<file path="config.mk">
export PLATFORM = sky130hd
export DESIGN_NAME = fetch_queue
export DESIGN_NICKNAME = d
export VERILOG_FILES = /design/src/rtl/rv_fetch_pkg.sv /design/src/rtl/fetch_queue_sync_fifo.sv /design/src/rtl/fetch_queue.sv
export SDC_FILE = /design/constraint.sdc
export NUM_CORES = 1
export LEC_CHECK = 0
export CAP_MARGIN = 20
export CORE_ASPECT_RATIO = 1.5
export CORE_MARGIN = 4
export CORE_UTILIZATION = 60
export DETAILED_ROUTE_END_ITERATION = 8
export PLACE_DENSITY = 0.93
export SLEW_MARGIN = 10
export SYNTH_ARGS = -nofsm -noshare
export SYNTH_HDL_FRONTEND = slang
export SYNTH_SLANG_ARGS = --single-unit
</file>
<file path="constraint.sdc">
create_clock -name clk -period 5.6 [get_ports clk]
set_input_delay 1.12 -clock clk [delete_from_list [all_inputs] [get_ports clk]]
set_output_delay 1.12 -clock clk [all_outputs]
set_load 0.03 [all_outputs]
</file>
<file path="src/rtl/rv_fetch_pkg.sv">
// rv_fetch_pkg: shared fetch constants, FSM encodings and the queue entry type
package rv_fetch_pkg;
    localparam int XLEN = 32;
    localparam logic [XLEN-1:0] INSTR_NOP = 32'h00000013;
    localparam logic [0:0] RUN = 1'b0;
    localparam logic [0:0] FLUSH = 1'b1;
    typedef struct packed {
        logic [XLEN-1:0] pc;
        logic [XLEN-1:0] instr;
    } fetch_entry_t;
endpackage

</file>
<file path="src/rtl/fetch_queue_sync_fifo.sv">
// sync_fifo: synchronous FIFO with registered storage, clear input and occupancy count
module sync_fifo #(
    parameter int WIDTH = 64,
    parameter int DEPTH = 4
) (
    input  logic                    clk,
    input  logic                    rst,
    input  logic                    clr,
    input  logic                    push,
    input  logic                    pop,
    input  logic [WIDTH-1:0]        wdata,
    output logic [WIDTH-1:0]        rdata,
    output logic [$clog2(DEPTH):0]  count
);
    localparam int AW = $clog2(DEPTH);
    logic [WIDTH-1:0] mem [DEPTH];
    logic [AW-1:0] wr_ptr, rd_ptr;
    logic do_push, do_pop;
    assign do_pop = pop && count != 0;
    assign do_push = push && (count != (AW+1)'(DEPTH) || do_pop);
    assign rdata = mem[rd_ptr];
    // pointers wrap naturally at DEPTH; clear empties the FIFO like reset
    always_ff @(posedge clk) begin
        if (rst || clr) begin
            wr_ptr <= '0;
            rd_ptr <= '0;
            count <= '0;
        end else begin
            if (do_push) wr_ptr <= wr_ptr + 1'b1;
            if (do_pop) rd_ptr <= rd_ptr + 1'b1;
            count <= count + (AW+1)'(do_push) - (AW+1)'(do_pop);
        end
    end
    // storage needs no reset, only the pointers define validity
    always_ff @(posedge clk) begin
        if (do_push) mem[wr_ptr] <= wdata;
    end
endmodule

</file>
<file path="src/rtl/fetch_queue.sv">
// fetch_queue: credit-limited instruction fetch with redirect flush; FETCH_QUEUE_BYPASS_EN adds an empty-queue bypass
module fetch_queue
    import rv_fetch_pkg::*;
#(
    parameter int DEPTH = 4
) (
    input  logic             clk,
    input  logic             rst,
    input  logic [XLEN-1:0]  pc_i,
    output logic             pc_en_o,
    input  logic             redirect_i,
    output logic             imem_req_valid_o,
    input  logic             imem_req_ready_i,
    output logic [XLEN-1:0]  imem_req_addr_o,
    input  logic             imem_rsp_valid_i,
    input  logic [XLEN-1:0]  imem_rsp_data_i,
    output logic             id_valid_o,
    input  logic             id_ready_i,
    output logic [XLEN-1:0]  id_instr_o,
    output logic [XLEN-1:0]  id_pc_o
);
    localparam int CW = $clog2(DEPTH) + 1;
    logic [0:0] state;
    logic [CW-1:0] in_flight, drop_cnt, left, q_count, a_count;
    logic run, credit, req_fire, rsp_dec, rsp_keep, q_empty, q_push, q_pop, bypass;
    logic [XLEN-1:0] a_rdata;
    fetch_entry_t q_wdata, q_rdata;
    assign run = !rst && state == RUN;
    assign credit = {1'b0, in_flight} + {1'b0, q_count} < (CW+1)'(DEPTH);
    assign imem_req_valid_o = run && !redirect_i && credit;
    assign imem_req_addr_o = pc_i & ~32'h3;
    assign req_fire = imem_req_valid_o && imem_req_ready_i;
    assign pc_en_o = req_fire || (redirect_i && !rst);
    assign rsp_dec = imem_rsp_valid_i && in_flight != 0;
    assign rsp_keep = imem_rsp_valid_i && run && !redirect_i && a_count != 0;
    assign left = in_flight - CW'(rsp_dec);
    assign q_empty = q_count == 0;
    assign q_wdata = '{pc: a_rdata, instr: imem_rsp_data_i};
`ifdef FETCH_QUEUE_BYPASS_EN
    assign bypass = rsp_keep && q_empty;
    assign q_push = rsp_keep && !(bypass && id_ready_i);
`else
    assign bypass = 1'b0;
    assign q_push = rsp_keep;
`endif
    assign id_valid_o = !rst && (!q_empty || bypass);
    assign q_pop = id_valid_o && id_ready_i && !q_empty;
    assign id_instr_o = !id_valid_o ? INSTR_NOP : bypass ? imem_rsp_data_i : q_rdata.instr;
    assign id_pc_o = !id_valid_o ? '0 : bypass ? a_rdata : q_rdata.pc;

    sync_fifo #(.WIDTH(XLEN), .DEPTH(DEPTH)) u_addr_fifo (
        .clk(clk), .rst(rst), .clr(redirect_i), .push(req_fire), .pop(rsp_keep),
        .wdata(imem_req_addr_o), .rdata(a_rdata), .count(a_count)
    );

    sync_fifo #(.WIDTH($bits(fetch_entry_t)), .DEPTH(DEPTH)) u_queue (
        .clk(clk), .rst(rst), .clr(redirect_i), .push(q_push), .pop(q_pop),
        .wdata(q_wdata), .rdata(q_rdata), .count(q_count)
    );

    // outstanding-fetch tracking and RUN/FLUSH control; in_flight counts every outstanding fetch, stale or not
    always_ff @(posedge clk) begin
        if (rst) begin
            state <= RUN;
            in_flight <= '0;
            drop_cnt <= '0;
        end else begin
            in_flight <= left + CW'(req_fire);
            if (redirect_i) begin
                drop_cnt <= left;
                state <= left != 0 ? FLUSH : RUN;
            end else if (state == FLUSH && rsp_dec) begin
                drop_cnt <= drop_cnt - 1'b1;
                state <= drop_cnt == CW'(1) ? RUN : FLUSH;
            end
        end
    end
endmodule

</file>
==> results.toml, run 1 <==
# synthesis and place-and-route metrics
[finish]
final_cell_mix = "edfxtp_1 (368), clkdlybuf4s50_1 (162), mux4_2 (92)"
layout.cells.non_filler = 1235
drive_above_1_share = 0.179
fillCellCount = 1446
n_antenna_cell = 0
seq_area_mm2 = 0.0116
mostFrequentLayoutCell = "edfxtp_1"
finish.utilization = 0.725
area_delta_synth_final_pct = 18.9
logic_area_mm2 = 0.00330
nets = 976
final_area_mm2 = 0.0182

[power_and_ir_drop]
leakagePower_nw = 5.80
p_total_mw = 5.78
p_per_area_mw_per_mm2 = 319
ir_drop_mv = 0.274

[die]
core_mm2 = 0.0251
dieArea_mm2 = 0.0281
ios = 169
fp_util = 0.610
fp-row-count = 71

[worst_setup_path]
cp-start-kind = "input port"
endpoint_kind = "primary output"
worstSetupPathType = "in -> out"
cp.required_ns = 4.48
path_max_fanout = 47
arrival_ns = 3.28

[run]
warning_count = 35
cap_violations = 0

[cts]
cts_max_path_buffers = 3
cts_setup_buffers = 0
cts.repair.resized = 0
cts_tree = "yes"
cts_hold_buffers = 0
clk_pin_slew_ns = 0.06
cts_num_sinks = 393
cts_root_buf = "clkbuf_16"
cts_inserted_buffers = 35
htreeDepth = 2

[logic_synthesis]
syn_inst = 733
yosys_warnings = 0
syn_area_mm2 = 0.0153
ys_seq_frac = 0.756
ys_area_mm2 = 0.0153
synth_flop_count = 393
ff_type = "edfxtp_1"
async_reset_ff_frac = 0
avgSynthCellArea_um2 = 20.8
edf_count = 368
ys_cells = 733
yosys.cell_types.count = 42

[global_routing]
antenna_found_initial = 0
grt_max_degree = 63
grt_pass1_wl_mm = 45.5
grt_pass1_vias = 7989
grt_overflow = 0

[outcome]
status = "completed"

[sta]
slew_violations = 0
rsz0062_at_grt = "no"
finalHoldViolations = 0
slew_headroom = 0.336
worst_pin_slew_ns = 0.995
fin_tns_setup_ns = 0
setup_viol = 0
fmax_mhz = 227
period_used_share = 0.786
fin_crit_ns = 4.40

[place]
place_area_mm2 = 0.0171
place_congestion = 0.742
hpwl_mm = 16.8
place_inst = 1175

[routing]
final_antenna_net_count = 0
drt-pass1-iter-count = 5
drtIter0Drc = 579
drc = 0
drt-vias-per-instance = 5.85
wl_per_cell_um = 23.3

[worst_hold_path]
min_path_type = "reg -> reg"
run 1: synthesized netlist by cell type (3+ instances only):
cell	count	area [um2]
edfxtp_1	368	11100
mux4_2	92	2070
and2_1	66	413
buf_4	34	255
dfxtp_1	25	500
ha_1	20	250
nor2_1	19	71.3
clkbuf_1	18	67.6
inv_1	18	67.6
buf_2	9	45.0
xnor2_1	6	52.6
and3_1	5	31.3
nand2_1	5	18.8
nand3_1	5	25.0
nor3_1	4	20.0
mux2i_1	3	30.0
or3_1	3	18.8
xor2_1	3	26.3
run 1: final timing paths:
| path | endpoint | depth (start not counted) | slack, ns | startpoint |
|---|---|---|---|---|
| worst max-delay path | id_pc_o[17] | 6 | 1.20 | rst |
| worst max register to register | u_queue.mem[2][22] | 3 | 2.85 | state |
| worst min register to register | flop | 1 | 0.46 | u_addr_fifo.rd_ptr[1] |
| worst min-delay path | flop | 1 | 0.46 | u_addr_fifo.rd_ptr[1] |
run 1: cell type report:
| type | count | share of cell area |
|---|---|---|
| flip-flops and latches | 393 | 0.637 |
| well taps | 328 | 0.0226 |
| inverters | 18 | 0.00372 |
| repair buffers | 175 | 0.0975 |
| clock inverters | 14 | 0.00586 |
| clock buffers | 46 | 0.0522 |
| multi-input cells | 261 | 0.182 |
run 1: sequential cells by signal, indices dropped and copies added, names as in the netlist, named ones only:
signal              cells
u_queue.rd_ptr          2
u_queue.wr_ptr          2
in_flight               3
u_queue.count           3
u_addr_fifo.mem       120
u_addr_fifo.count       3
drop_cnt                3
state                   1
u_addr_fifo.wr_ptr      2
u_addr_fifo.rd_ptr      2
u_queue.mem           248
run 1: metal layers:
layer / vias up / share of wire / global-route usage
li1: 3177 / - / -
met1: 3726 / 0.38 / 0.265
met2: 266 / 0.54 / 0.376
met3: 60 / 0.050 / 0.0307
met4: 0 / 0.031 / 0.0706
met5: - / 0 / 0
run 1: critical path: stages:
cell and delay (ns):
clkdlybuf4s50_1 0.40, buf_4 0.20, nor2_4 0.40, buf_12 0.26, and2_1 0.17, clkdlybuf4s50_1 0.70
run 1: per-stage QoR:
step / hold WS, ns / setup slack [ns]
3_5_place_dp: 0.453 / 1.20
2_1_floorplan: 0.427 / 1.48
6_report: 0.465 / 1.20
3_3_place_gp: 0.445 / 1.25
4_1_cts: 0.462 / 1.14
5_1_grt: 0.498 / 0.995
run 1: report_power, final:
part / total (mW) / switching, mW / internal [mW] / leakage [nW]
clock: 2.22 / 0.976 / 1.24 / 0.513
combinational: 0.294 / 0.160 / 0.134 / 1.77
sequential: 3.27 / 0.0243 / 3.25 / 3.52
run 1: logic make-up (layout without fill, tap and decap cells):
logic type               after synthesis  count (layout)  synth area share
flip-flops                           393             393             0.756
AND/OR/NAND/NOR                      115             115            0.0432
buffers and inverters                 82             253            0.0297
multiplexers                          95              95             0.138
AND-OR/OR-AND                         16              16           0.00869
adder cells (fa/ha/maj)               22              22            0.0190
XOR/XNOR                               9               9           0.00516
other                                  1               4          0.000246
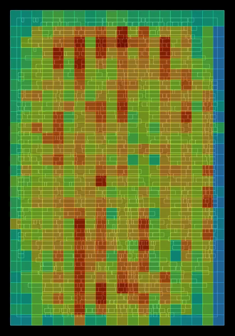
*Track usage over the die, run 1*
grt peak-use layer: met2
gr usage total: 0.210

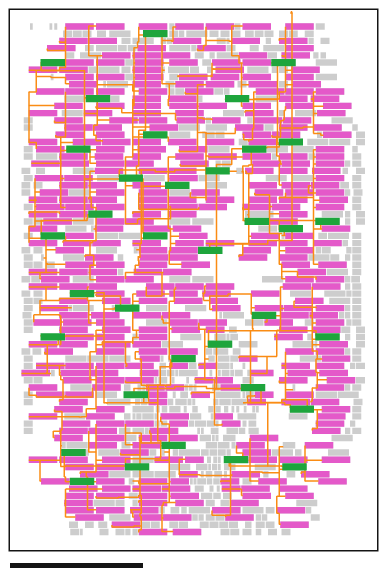
*Clock wires, drivers and flops, run 1*
The bar under the picture is 50 um long.
Green shows clock drivers, count 35. Orange shows clock wires, length 3840 um. Magenta shows flip-flops, count 393.
Position of the flops: all over the die. There are 36 routed clock nets.
clk_lat worst skew: 0.52 ns
clock share of power: 0.384
final setup skew: 0.0244 ns
P_clk: 2.22 mW

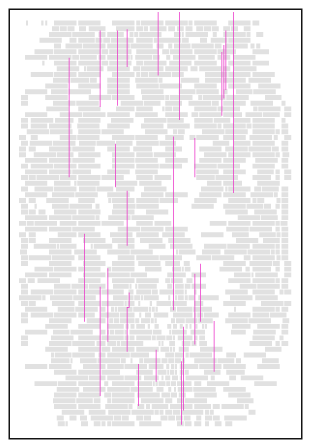
*Met4 routing, run 1*
Cells faint in the background.
The wires run mostly vertical. 19 nets have wire on it. The layer holds 3.1% of the routed length.
Routed WL: 28.8 mm
routed vias: 7229

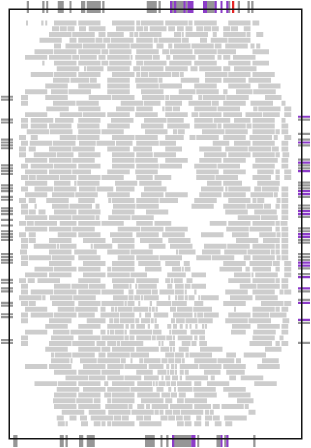
*Ports around the boundary, run 1*
Pins as bars across the die edge, other pins in grey.
Red shows clk, pins 1, direction input, edge top. Purple shows imem_rsp_data_i, pins 32, direction input, edge 16 right, 11 top, 5 bottom.
Die Height: 203 um
Die X: 138 um
PortBufs: 162

## Run 2: what changed since run 1
--- a/config.mk
+++ b/config.mk
@@ -8,9 +8,9 @@
 export CAP_MARGIN = 20
 export CORE_ASPECT_RATIO = 1.5
 export CORE_MARGIN = 4
-export CORE_UTILIZATION = 60
+export CORE_UTILIZATION = 56
 export DETAILED_ROUTE_END_ITERATION = 8
-export PLACE_DENSITY = 0.93
+export PLACE_DENSITY = 0.88
 export SLEW_MARGIN = 10
 export SYNTH_ARGS = -nofsm -noshare
 export SYNTH_HDL_FRONTEND = slang
==> constraint.sdc (replaced) <==
create_clock -name clk -period 4.34 [get_ports clk]
set_input_delay 0.868 -clock clk [delete_from_list [all_inputs] [get_ports clk]]
set_output_delay 0.868 -clock clk [all_outputs]
set_load 0.03 [all_outputs]
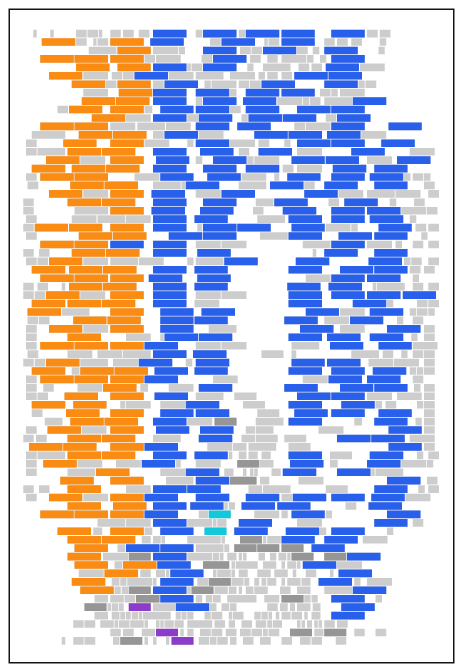
*Where the registers sit, run 2*
Other sequential cells in the stronger grey, the rest of the logic in the fainter grey.
Blue shows u_queue.mem, sequential cells 248. Purple shows u_addr_fifo.count, sequential cells 3. Orange shows u_addr_fifo.mem, sequential cells 120, where a vertical strip on the left. Cyan shows u_queue.rd_ptr, sequential cells 2.
Another 20 sequential cells are not coloured.
Util after Layout: 0.688
flop share of the area: 0.630
Power Sequential: 4.22 mW

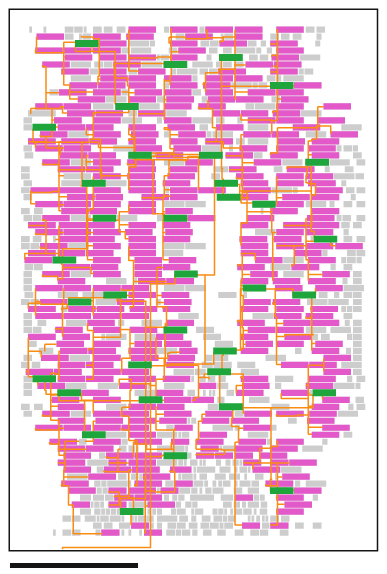
*Clock wires, drivers and flops, run 2*
The bar under the picture is 50 um long.
Orange shows clock wires, length 3750 um. Green shows clock drivers, count 35. Magenta shows flip-flops, count 393.
There are 36 routed clock nets. Position of the flops: all over the die.
final setup skew: 0.0264 ns
P_clk: 2.98 mW
clock share of power: 0.393

==> run 2 against run 1 <==
Effect of this change: via count fell by 1.1%; die size rose by 6.8%; critical path depth fell by 1; worst setup slack got worse by 0.80 ns; critical path type unchanged; critical endpoint is now id_pc_o[19]; sequential power rose by 29%; clock-buffer cell count fell by 5; largest power group unchanged; first-iteration DRC count fell by 20%; global-route usage fell by 2.0 points; utilization fell by 3.6 points.
==> results.toml, run 2 <==
# synthesis and place-and-route metrics
[outcome]
status = "completed"

[worst_setup_path]
worstSetupPathType = "in -> out"
cp-start-kind = "input port"
crit_buf_inv = 3
worstSetupPathDepth = 5
worstPathCellList = "clkdlybuf4s50_1 -> nor2_4 -> buf_4 -> and2_1 -> clkdlybuf4s50_1"
critical_path.startpoint = "rst"
crit_top_cell = "clkdlybuf4s50_1"
regToRegSetupSlack_ns = 1.67
arrival_ns = 3.08
regToRegStartpoint = "u_queue.count[2]"
endpoint_kind = "primary output"
max_stage_delay_ns = 0.72
rr_endpoint = "u_queue.count[2]"
crit_slowest_cell = "clkdlybuf4s50_1"
cp_top_family = "buffers and inverters"

[global_routing]
grt_pass1_wl_mm = 43.5
antenna_found_initial = 1
grt_max_degree = 49
grt_pass1_vias = 7704
grt_overflow = 0

[sta]
fmax_mhz = 253
hold_slack_ns = 0.500
worst_pin_slew_ns = 0.652
slew_headroom = 0.565
setup_viol = 0
rsz0062_at_grt = "no"
fin_tns_setup_ns = 0
finalHoldViolations = 0

[routing]
final_antenna_net_count = 0
drt-vias-per-instance = 5.70
drc = 0
wl_mm = 27.8
vias = 7148

[power_and_ir_drop]
ir_drop_mv = 0.357
p_per_area_mw_per_mm2 = 413

[logic_synthesis]
edf_count = 368
synth.largest_area_cell = "edfxtp_1"
ys_seq_frac = 0.756
ff_type = "edfxtp_1"
common_cells = "edfxtp_1 (368), mux4_2 (92), and2_1 (66), buf_4 (34), dfxtp_1 (25)"
avgSynthCellArea_um2 = 20.8
yosys.cell_types.count = 42
synth_flop_count = 393
syn_area_mm2 = 0.0153
area_leaders = "edfxtp_1 (72%), mux4_2 (14%), dfxtp_1 (3.3%)"
top_cell = "edfxtp_1"
yosys_warnings = 0
top_area_frac = 0.724

[place]
numPortBuffers = 162

[cts]
insertion_delay_ns = 0.52
clk_pin_slew_ns = 0.06
cts_num_sinks = 393
cts_setup_buffers = 0
cts_max_path_buffers = 3
cts_tree = "yes"
cts.repair.resized = 0
cts_hold_buffers = 0
cts_root_buf = "clkbuf_16"

[worst_hold_path]
min_path_type = "reg -> reg"

[finish]
area_delta_synth_final_pct = 20.2
mostFrequentLayoutCell = "edfxtp_1"
largest_reg_flops = 248
final_cell_mix = "edfxtp_1 (368), clkdlybuf4s50_1 (162), mux4_2 (92)"
drive_above_1_share = 0.192
regMostFlops = "u_queue.mem"
reg_top3 = "u_queue.mem (248), u_addr_fifo.mem (120)"

[die]
die_h_um = 210
fp-row-count = 73
ios = 169
dieArea_mm2 = 0.0300
run 2: cell counts after synthesis:
No cell type changed its count.
run 2: cell type report:
| class | instances | area, um2 |
|---|---|---|
| Sequential cell | 393 | 11600 |
| Clock buffer | 41 | 898 |
| Antenna cell | 1 | 2.50 |
| Clock inverter | 21 | 224 |
| Multi-Input combinational cell | 261 | 3300 |
| Timing Repair Buffer | 183 | 1890 |
| Tap cell | 337 | 422 |
| Inverter | 18 | 67.6 |
| Fill cell | 1626 | 8310 |
run 2: logic make-up after synthesis:
logic type / after synthesis / share of synthesized area
xor gates and xnor gates: 9 / 0.00516
DFF: 393 / 0.756
and+or+nand+nor: 115 / 0.0432
other: 1 / 0.000246
buffers and inverters: 82 / 0.0297
adders and majority gates: 22 / 0.0190
AOI/OAI and AO/OA: 16 / 0.00869
muxes: 95 / 0.138
run 2: worst min path at each step:
stage          depth (start not counted)  slack, ns               endpoint                  start
6_report                               1       0.50                   flop  u_addr_fifo.rd_ptr[1]
5_1_grt                                1       0.53                   flop  u_addr_fifo.rd_ptr[1]
4_1_cts                                1       0.50                   flop  u_addr_fifo.rd_ptr[1]
3_5_place_dp                           1       0.47                   flop  u_addr_fifo.rd_ptr[1]
3_3_place_gp                           1       0.44  u_addr_fifo.rd_ptr[1]  u_addr_fifo.rd_ptr[1]
2_1_floorplan                          1       0.43                   flop  u_addr_fifo.rd_ptr[1]
run 2: power breakdown:
| group | switching (mW) | internal (mW) | total [mW] | leakage (nW) |
|---|---|---|---|---|
| logic | 0.206 | 0.173 | 0.379 | 1.83 |
| clock network | 1.29 | 1.69 | 2.98 | 0.542 |
| registers | 0.0296 | 4.19 | 4.22 | 3.52 |
run 2: per-stage QoR:
stage / cell area [um2] / worst slack (ns) / cells / power [mW]
after global placement: 17200 / 0.498 / 1192 / 4.65
after global routing: 18400 / 0.266 / 1255 / 7.84
after detailed placement: 17200 / 0.426 / 1192 / 4.68
final: 18400 / 0.395 / 1255 / 7.57
after floorplan: 15300 / 0.476 / 736 / 4.52
after CTS: 18400 / 0.373 / 1254 / 7.65
run 2: metal layers:
layer	vias to the layer above	GRT usage	wire length (um)
met5	-	0	0
met4	0	0.0735	992
met3	60	0.0254	1200
met2	214	0.329	15000
met1	3666	0.243	10700
li1	3208	-	-
run 2: worst reg2reg max path: stages, from the launching register on:
cell	delay, ns
dfxtp_1	0.44
nor3_1	0.09
buf_4	0.17
nor3b_1	0.53
ha_1	0.35
inv_1	0.06
ha_1	0.13
inv_1	0.05
fa_1	0.37
xor2_1	0.18
xnor2_1	0.14
nor2_1	0.05
Power figures rest on the tool's default switching activity, not on a simulated workload.
